Fig. 1: where the registers sit
(2 px per um) Other sequential cells in the stronger grey, the rest of the logic in the fainter grey.
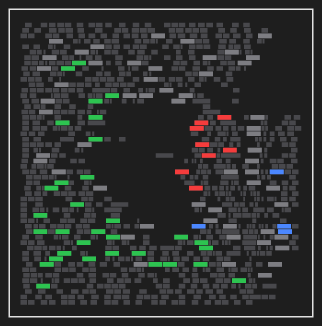
Fig. 2: congestion heat map
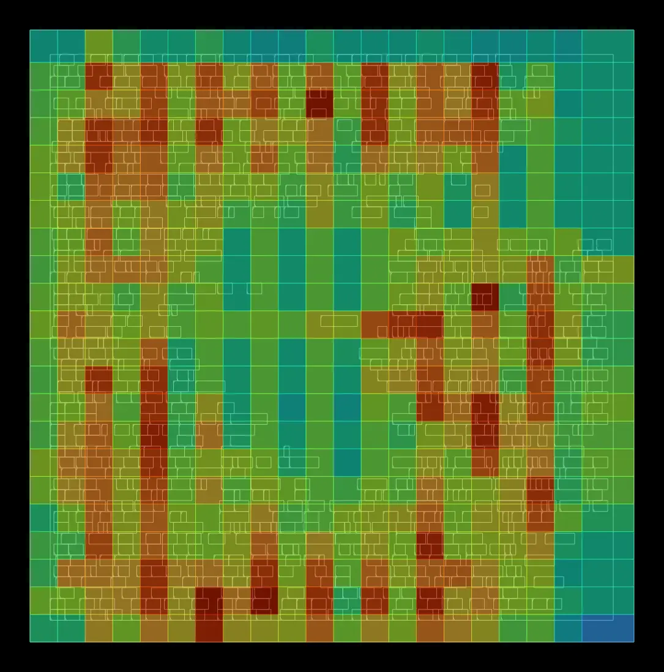
Fig. 3: signal wires by layer
(2 px per um)
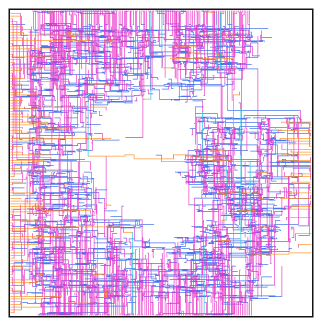
Fig. 4: pin placement
(2 px per um) Pins as bars across the die edge, other pins in grey.
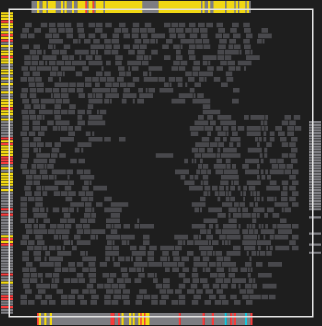
$ cat src/rtl/buzzer_request_arbiter.sv
// Buzzer request arbiter: shares one buzzer core among NUM_REQ requesters.
// Grants one request at a time, counts beeps, reports completion/abort.
//
// Ports:
//   aclk, aresetn       clock, synchronous active-low reset
//   req_valid/req_ready per-requester request and one-cycle accept strobe
//   req_mode/on/off/count  per-requester buzzer parameters (flattened)
//   abort               terminates the active request
//   done/done_aborted   one-cycle completion strobe and its qualifier
//   busy, grant_id      arbiter status, current/last owner
//   buzzer_active       on-phase indicator from the buzzer core
//   bz_*                latched control and parameters to the buzzer core
//
// Build option: define BUZZER_ARB_ROUND_ROBIN_EN for round-robin
// arbitration; otherwise the lowest valid index wins.
module buzzer_request_arbiter #(
  parameter  int NUM_REQ = 4,
  parameter  int CNT_W   = 8,
  localparam int IDW     = (NUM_REQ > 1) ? $clog2(NUM_REQ) : 1
) (
  input  logic                     aclk,
  input  logic                     aresetn,
  input  logic [NUM_REQ-1:0]       req_valid,
  output logic [NUM_REQ-1:0]       req_ready,
  input  logic [2*NUM_REQ-1:0]     req_mode,
  input  logic [32*NUM_REQ-1:0]    req_on,
  input  logic [32*NUM_REQ-1:0]    req_off,
  input  logic [CNT_W*NUM_REQ-1:0] req_count,
  input  logic                     abort,
  output logic [NUM_REQ-1:0]       done,
  output logic                     done_aborted,
  output logic                     busy,
  output logic [IDW-1:0]           grant_id,
  input  logic                     buzzer_active,
  output logic                     bz_resetn,
  output logic                     bz_enable,
  output logic [1:0]               bz_mode,
  output logic [31:0]              bz_duration_on,
  output logic [31:0]              bz_duration_off
);

  typedef enum logic [1:0] {
    S_IDLE,
    S_LOAD,
    S_RUN,
    S_DONE
  } state_e;

  state_e             state_q;
  logic [NUM_REQ-1:0] req_ready_q;
  logic [NUM_REQ-1:0] done_q;
  logic               done_aborted_q;
  logic               busy_q;
  logic [IDW-1:0]     grant_id_q;
  logic               bz_resetn_q;
  logic               bz_enable_q;
  logic [1:0]         bz_mode_q;
  logic [31:0]        bz_on_q;
  logic [31:0]        bz_off_q;
  logic [CNT_W-1:0]   tgt_q;
  logic [CNT_W-1:0]   cnt_q;
  logic               act_prev_q;

  logic [IDW-1:0]     win_d;
  logic [1:0]         mode_d;
  logic [31:0]        on_d;
  logic [31:0]        off_d;
  logic [CNT_W-1:0]   cnt_sel_d;
  logic [CNT_W-1:0]   tgt_d;
  logic               beep_fall;
  logic               last_beep;

`ifdef BUZZER_ARB_ROUND_ROBIN_EN
  logic [IDW-1:0]     ptr_q;
  logic [IDW-1:0]     ptr_d;

  // Search starts at the pointer and wraps modulo NUM_REQ.
  always_comb begin
    logic [IDW:0] sum;
    logic         found;
    win_d = '0;
    found = 1'b0;
    sum   = '0;
    for (int k = 0; k < NUM_REQ; k++) begin
      sum = {1'b0, ptr_q} + (IDW+1)'(k);
      if (sum >= (IDW+1)'(NUM_REQ))
        sum = sum - (IDW+1)'(NUM_REQ);
      if (!found && req_valid[sum[IDW-1:0]]) begin
        found = 1'b1;
        win_d = sum[IDW-1:0];
      end
    end
  end

  assign ptr_d = (win_d == IDW'(NUM_REQ-1)) ?
                 '0 : win_d + 1'b1;
`else
  always_comb begin
    win_d = '0;
    for (int i = NUM_REQ-1; i >= 0; i--) begin
      if (req_valid[i])
        win_d = IDW'(i);
    end
  end
`endif

  always_comb begin
    mode_d    = '0;
    on_d      = '0;
    off_d     = '0;
    cnt_sel_d = '0;
    for (int i = 0; i < NUM_REQ; i++) begin
      if (win_d == IDW'(i)) begin
        mode_d    = req_mode[2*i +: 2];
        on_d      = req_on[32*i +: 32];
        off_d     = req_off[32*i +: 32];
        cnt_sel_d = req_count[CNT_W*i +: CNT_W];
      end
    end
    // A zero count still produces one beep.
    tgt_d = (cnt_sel_d == '0) ? CNT_W'(1) : cnt_sel_d;
  end

  assign beep_fall = act_prev_q & ~buzzer_active;
  assign last_beep = (cnt_q + 1'b1) == tgt_q;

  always_ff @(posedge aclk) begin
    if (!aresetn) begin
      state_q        <= S_IDLE;
      req_ready_q    <= '0;
      done_q         <= '0;
      done_aborted_q <= 1'b0;
      busy_q         <= 1'b0;
      grant_id_q     <= '0;
      bz_resetn_q    <= 1'b0;
      bz_enable_q    <= 1'b0;
      bz_mode_q      <= '0;
      bz_on_q        <= '0;
      bz_off_q       <= '0;
      tgt_q          <= '0;
      cnt_q          <= '0;
      act_prev_q     <= 1'b0;
`ifdef BUZZER_ARB_ROUND_ROBIN_EN
      ptr_q          <= '0;
`endif
    end else begin
      req_ready_q <= '0;
      done_q      <= '0;
      act_prev_q  <= buzzer_active;
      unique case (state_q)
        S_IDLE: begin
          if (|req_valid) begin
            state_q     <= S_LOAD;
            busy_q      <= 1'b1;
            grant_id_q  <= win_d;
            req_ready_q <= NUM_REQ'(1) << win_d;
            bz_resetn_q <= 1'b1;
            bz_enable_q <= 1'b0;
            bz_mode_q   <= mode_d;
            bz_on_q     <= on_d;
            bz_off_q    <= off_d;
            tgt_q       <= tgt_d;
            cnt_q       <= '0;
`ifdef BUZZER_ARB_ROUND_ROBIN_EN
            ptr_q       <= ptr_d;
`endif
          end
        end
        S_LOAD: begin
          cnt_q <= '0;
          if (abort) begin
            state_q        <= S_DONE;
            done_q         <= NUM_REQ'(1) << grant_id_q;
            done_aborted_q <= 1'b1;
            bz_resetn_q    <= 1'b0;
            bz_enable_q    <= 1'b0;
          end else begin
            state_q     <= S_RUN;
            bz_enable_q <= 1'b1;
          end
        end
        S_RUN: begin
          // Abort wins over a coincident final beep.
          if (abort || (beep_fall && last_beep)) begin
            state_q        <= S_DONE;
            done_q         <= NUM_REQ'(1) << grant_id_q;
            done_aborted_q <= abort;
            bz_resetn_q    <= 1'b0;
            bz_enable_q    <= 1'b0;
          end else if (beep_fall) begin
            cnt_q <= cnt_q + 1'b1;
          end
        end
        S_DONE: begin
          state_q        <= S_IDLE;
          busy_q         <= 1'b0;
          done_aborted_q <= 1'b0;
        end
        default: begin
          state_q <= S_IDLE;
        end
      endcase
    end
  end

  assign req_ready       = req_ready_q;
  assign done            = done_q;
  assign done_aborted    = done_aborted_q;
  assign busy            = busy_q;
  assign grant_id        = grant_id_q;
  assign bz_resetn       = bz_resetn_q;
  assign bz_enable       = bz_enable_q;
  assign bz_mode         = bz_mode_q;
  assign bz_duration_on  = bz_on_q;
  assign bz_duration_off = bz_off_q;

endmodule

$ cat config.mk
export PLATFORM = sky130hd
export DESIGN_NAME = buzzer_request_arbiter
export DESIGN_NICKNAME = d
export VERILOG_FILES = /design/src/rtl/buzzer_request_arbiter.sv
export SDC_FILE = /design/constraint.sdc
export NUM_CORES = 1
export LEC_CHECK = 0
export CORE_AREA = 5 5 146 148
export DETAILED_ROUTE_END_ITERATION = 8
export DIE_AREA = 0 0 151 153
export HOLD_SLACK_MARGIN = 0.08
export PLACE_DENSITY = 0.67
export SYNTH_ARGS = -nofsm -noshare
export SYNTH_HDL_FRONTEND = slang
export SYNTH_SLANG_ARGS = --single-unit
$ cat constraint.sdc
create_clock -name aclk -period 4.41 [get_ports aclk]
set_input_delay 1.323 -clock aclk [delete_from_list [all_inputs] [get_ports aclk]]
set_output_delay 1.323 -clock aclk [all_outputs]
set_load 0.03 [all_outputs]
==> results.txt <==
yosys + openroad results -> pre-CTS WS 640.0 ps, Max Clock Skew 11.96 ps, syn avg cell area 9.412 sq um, post-synthesis sequential area ratio 35.04%, Crit Path Max Fanout 18, Finished Cell Area 0.01007 sq mm, Tap Count 270, NonClk Buf Share 40.01%, status complete, no violations, vias per cell between 5 and 6, Initial Utilization ~28%, share of post-route cells with drive strength above 1 12.08%, Max stage delay on crit path between 600 and 700 ps, Multi-In Gates ~430, Post-Synthesis Cell Area 0.005657 sq mm, Late-Pin Clk Latency 350 ps, warnings from Yosys 0, Nets ~1300, Yosys Instances 601, Non-Clock Buffer Count 399, Reg2Reg Setup Slack 2050 ps, most frequent cells in the layout 383 x clkdlybuf4s50_1, 99 x dfxtp_1, 79 x nor2_1, Layout clock area frac 2.932%, Synth Flop Type dfxtp_1, RePlAce Congestion 0.8775, Area after DPL 0.009767 sq mm, CP cell instances clkdlybuf4s50_1, nor2_1, and2_2, a222oi_1, and4_1, nand3_1, a31oi_1, Top class by area non-clock buffers, clk sink count around 99, synth-to-layout area growth 78.01%, cells after synthesis 601, Area contributors post-synth dfxtp_1 35%, mux2_2 13%, a222oi_1 13%, DR DRC count 0, CP Launch Point req_valid[0], Antenna Nets Post-Route 0, DR pass1 iterations 8, Final Slew Violations 0, post-CTS setup repair buffer count 0, Antenna Cells 3, syn nets 911, Worst Hold Class reg2reg, initial antenna violation count 3, RSZ-0062 raised after global routing false, largest net degree at the start of global routing 78, global-route wire length before repair 37.76 mm, clock buffer depth 2, cell accounting for the most synthesized area dfxtp_1, YS chip area 0.005657 sq mm, invs w/o clock 6, post-CTS sizing 0, Comb area around 0.0034 sq mm, area fraction in compound gates 30.57%, reg-to-reg startpoint state_q[0], Overflow after GRT 0, Mux area share about 14%, XOR Share, Synth 1.637%, TritonCTS clock tree done, Fin Hold WS 463.9 ps, WP data required 4690 ps, crit path time final 3404 ps, leak pwr roughly 3.6 nW, chip area around 0.023 sq mm, Top cell excl fill/tap clkdlybuf4s50_1, maximum VDD drop 0.4424 mV, clock buffer count 10, number of synthesized register bits 99, cell family contributing the most delay on the critical path simple AND/OR/NAND/NOR gates, clock transition at the registers of the reported paths ~80 ps, worst endpoint data arrival time 3690 ps, CP max-delay cell clkdlybuf4s50_1, post-synthesis adder-cell area fraction 1.327%, Fin. Hold Viols 0, worst relative slew slack ~40%, Hold Crit Start bz_enable, Core Box Area 0.01991 sq mm, Final period util 77.20%, Post-synth EDFFs 0, setup TNS 0 ps, Setup Viol. Count Final 0, Slew @ Worst Pin 897.8 ps, Crit path buffers/inverters 1, H-tree depth 3, OpenROAD warnings 30, IO Pins 384, crit start category primary input, flop count 99, fraction of area in multi-input gates 33.72%, Max Cap Viol 0, Max-area cell share 35.04%, kind of critical path in2reg
## Picture notes: Fig. 1
colour	name in the netlist	flops
green	bz_duration_on	32
blue	req_ready	4
red	cnt_q	8
Seq. cell area: 0.001982 sq mm
total sequential power: 1.35 mW
utilization after layout: 50.58%
flop share of the area: 19.68%

## Picture notes: Fig. 2
met2 Use GR: 35.41%
GR Layer Usage met1: 24.86%
Avg WL per Cell: 20.67 um
met3 Usage GRT: 6.278%
GRT busiest layer: met2

## Picture notes: Fig. 3
colour	layer	wire length
magenta	metal 2	12900 um
cyan	metal 4	614 um
orange	metal 3	2010 um
blue	metal 1	9810 um
Total Routing Usage GR: 20.85%
wirelength, routed: 25.32 mm
via count: 6510

## Picture notes: Fig. 4
colour	port	pins	direction	edge
cyan	grant_id	2	output	bottom
red	bz_duration_on	32	output	18 left, 12 bottom, 2 top
yellow	req_off	128	input	80 top, 38 left, 10 bottom
all pins by edge	119 top, 117 bottom, 111 left, 37 right
Chip Width: 151 um
chip height: 153 um
PortBufs: 383

## metrics by stage
stage | utilization (%) | instances
after floorplan | - | 601
after detailed placement | 49.06 | 1206
after global placement | 49.06 | 1206
after global routing | 50.58 | 1225
final | 50.58 | 1225
after CTS | 50.54 | 1222
## power breakdown
group / switching [mW] / internal (mW) / leakage, nW
Sequential: 0.165 / 1.18 / 0.819
Combinational: 1.37 / 1.08 / 2.63
Clock: 0.390 / 0.411 / 0.143
## per-layer routing
metal	vias to the layer above	GRT usage, %	share of wire, %
met3	36	6.278	7.9
met1	3082	24.86	39
met4	0	7.124	2.4
met5	-	0	0
met2	277	35.41	51
li1	3115	-	-
## registers in the layout, summed over array words and instances, names as in the netlist, 2 cells and up
signal,cells
tgt_q,8
done,4
grant_id,2
state_q,2
bz_duration_on,32
req_ready,4
cnt_q,8
bz_duration_off,32
bz_mode,2
## worst register-to-register path, delay by kind of cell (launching register included)
| kind | cells | cell delay (ps) |
|---|---|---|
| AOI/OAI and AO/OA | 1 | 210 |
| buffers and inverters | 2 | 310 |
| and+or+nand+nor | 2 | 1010 |
| adders and majority gates | 1 | 440 |
| DFF | 1 | 330 |
## logic make-up (layout without fill, tap and decap cells)
logic type | Yosys count | after routing
and+or+nand+nor | 141 | 141
buffers and inverters | 70 | 421
AOI/OAI and AO/OA | 206 | 206
other | 0 | 3
xor gates and xnor gates | 9 | 9
DFF | 99 | 99
muxes | 70 | 70
adders and majority gates | 6 | 6
## final timing paths
check	endpoint	cells past startpoint
max	tgt_q[0]	7
min	bz_enable	2
max reg2reg	cnt_q[6]	6
min reg2reg	bz_enable	2
No activity file was given, so power comes from the tool's default toggle rates.
